**Pin placement**

Drawn at 4 px/um. Pins as bars across the die edge, other pins in grey.
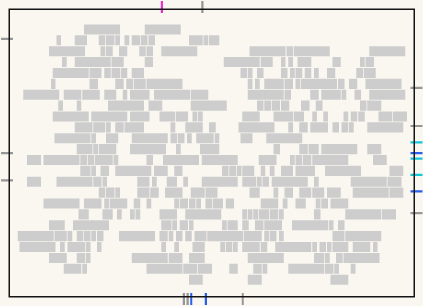
**Drive-strength map**

Drawn at 4 px/um.
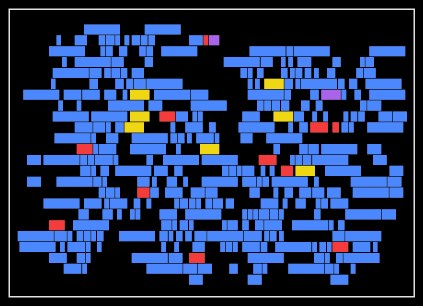
**Wires at chosen ports, followed through buffers**

Drawn at 3 px/um.
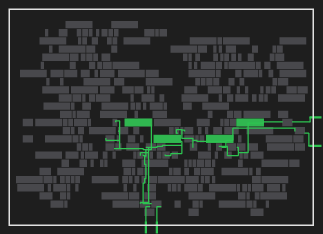
**Gate families picked out**

Drawn at 4 px/um.
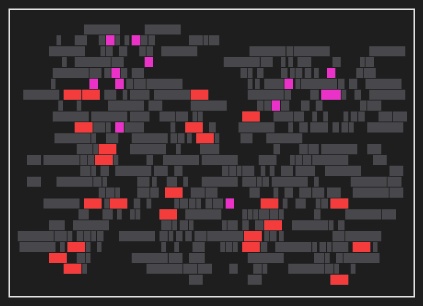
**Cell outlines without signal wires**

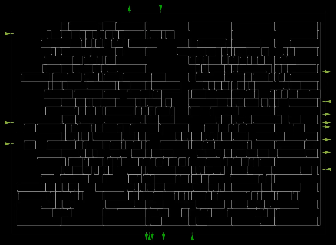
==> config.mk <==
export PLATFORM = sky130hd
export DESIGN_NAME = disaster_alarm_ctrl
export DESIGN_NICKNAME = d
export VERILOG_FILES = /design/src/rtl/disaster_pkg.sv /design/src/rtl/disaster_alarm_ctrl_channel.sv /design/src/rtl/disaster_alarm_ctrl.sv
export SDC_FILE = /design/constraint.sdc
export NUM_CORES = 1
export LEC_CHECK = 0
export CAP_MARGIN = 20
export CORE_ASPECT_RATIO = 0.7
export CORE_MARGIN = 1.5
export CORE_UTILIZATION = 45
export DETAILED_ROUTE_END_ITERATION = 10
export GPL_ROUTABILITY_DRIVEN = 0
export PLACE_DENSITY = 0.64
export SETUP_SLACK_MARGIN = 0.2
export SKIP_LAST_GASP = 1
export SLEW_MARGIN = 0
export SYNTH_ARGS = -nofsm -noshare
export SYNTH_HDL_FRONTEND = slang
export SYNTH_SLANG_ARGS = --single-unit
==> constraint.sdc <==
create_clock -name clk -period 5.6 [get_ports clk]
set_input_delay 1.4 -clock clk [delete_from_list [all_inputs] [get_ports clk]]
set_output_delay 1.4 -clock clk [all_outputs]
set_load 0.05 [all_outputs]
==> run summary <==
This memo summarizes the results of the implementation run.

Hold path
In the hold timing report, the worst path depth is 1.

Final timing
The worst slew margin relative to its limit is 41.4%. The count of final max-slew check failures is 0. For the final routed database, the setup TNS stands at 0 ns.

Outcome
The flow ran to the end, and the final reports show no timing, DRC or antenna violations.

Power
Power comes to 0.672 mW. The power share of the sequential group is 59.8%. Power attributed to combinational cells is 0.0292 mW.

Global routing
The wire length of the first global-routing pass is 10200 um. The met1 routing resource usage after global routing is 25.9%. The layer with the highest usage after global routing is met2.

Clock network
Clock-pin slew was measured on the worst setup and hold paths at 0.10 ns. The hold buffer count at cts is 0.

Layout
After the last flow step, the layout net total stands at 360. The flip-flop count of the largest register after layout is 12. The repair_antennas step left the layout with diodes totalling 0.

Routing
The length of the first detailed-routing pass in iterations is 4.

Yosys
The synthesis stats list as the most numerous cell dfrtp_1. The adder-cell share of the synthesized area is 9.54%.

Worst setup path
The kind of start point of the critical path is an input pin.
Back to the opening pictures, 'pin placement':
- `sample_tick`: magenta (pins 1; direction output; edge top)
- `alarm_led`: blue (pins 4; direction output; edge 2 right, 2 bottom)
- `alarm_code`: cyan (pins 3; direction output; edge right)
Die Y: 71.5 um
IO buf count: 17

Back to the opening pictures, 'drive-strength map':
- _0 and _1 cells: blue (cells 310; share 94%)
- _6 and larger: yellow (cells 7; share 2.1%)
- _3 and _4 cells: purple (cells 2; share 0.61%)
- _2 cells: red (cells 11; share 3.3%)
Layout Area Growth over Synthesis: 10.4%
final design instance area without fill: 3330 um^2

Back to the opening pictures, 'wires at chosen ports, followed through buffers':
- `alarm_led`: green (bits 4; direction output; end cells 4; buffers 4; wire 234 um)
I/O pin total: 18

Back to the opening pictures, 'gate families picked out':
- and/or cells: magenta (cells 12; most used and3_1)
- fa/ha/maj cells: red (cells 23; most used ha_1)
non-filler instance count after layout: 421
most common logic cell in the routed design: dfrtp_1
share of cell area taken by multi-input logic gates: 44.4%

Back to the opening pictures, 'cell outlines without signal wires':
floorplan core area: 6370 um^2
total of fill cells in the finished design: 604

## critical path, cell delays in order
cell             delay, ns
clkdlybuf4s50_1       0.46
xnor2_1               0.65
and2_1                0.39
o21ai_2               0.17
a211oi_2              0.67
o21ai_0               0.18
a31oi_1               0.19
## area by class of cell
class / count / area [um^2] / share of cell area, %
Clock buffer: 8 / 100 / 3.01
Tap cell: 91 / 114 / 3.42
Inverter: 22 / 83.8 / 2.52
Multi-Input combinational cell: 227 / 1480 / 44.4
Sequential cell: 55 / 1380 / 41.3
Timing Repair Buffer: 18 / 178 / 5.33
## placed cells by master, fill, tap and decap left out, types with 12 or more instances in the layout
cell,instances
clkdlybuf4s50_1,17
ha_1,23
nand2_1,35
nand3_1,20
nor2_1,28
dfrtp_1,55
o21ai_0,12
a21oi_1,22
inv_1,20
Power is estimated from default activity; no workload was simulated.
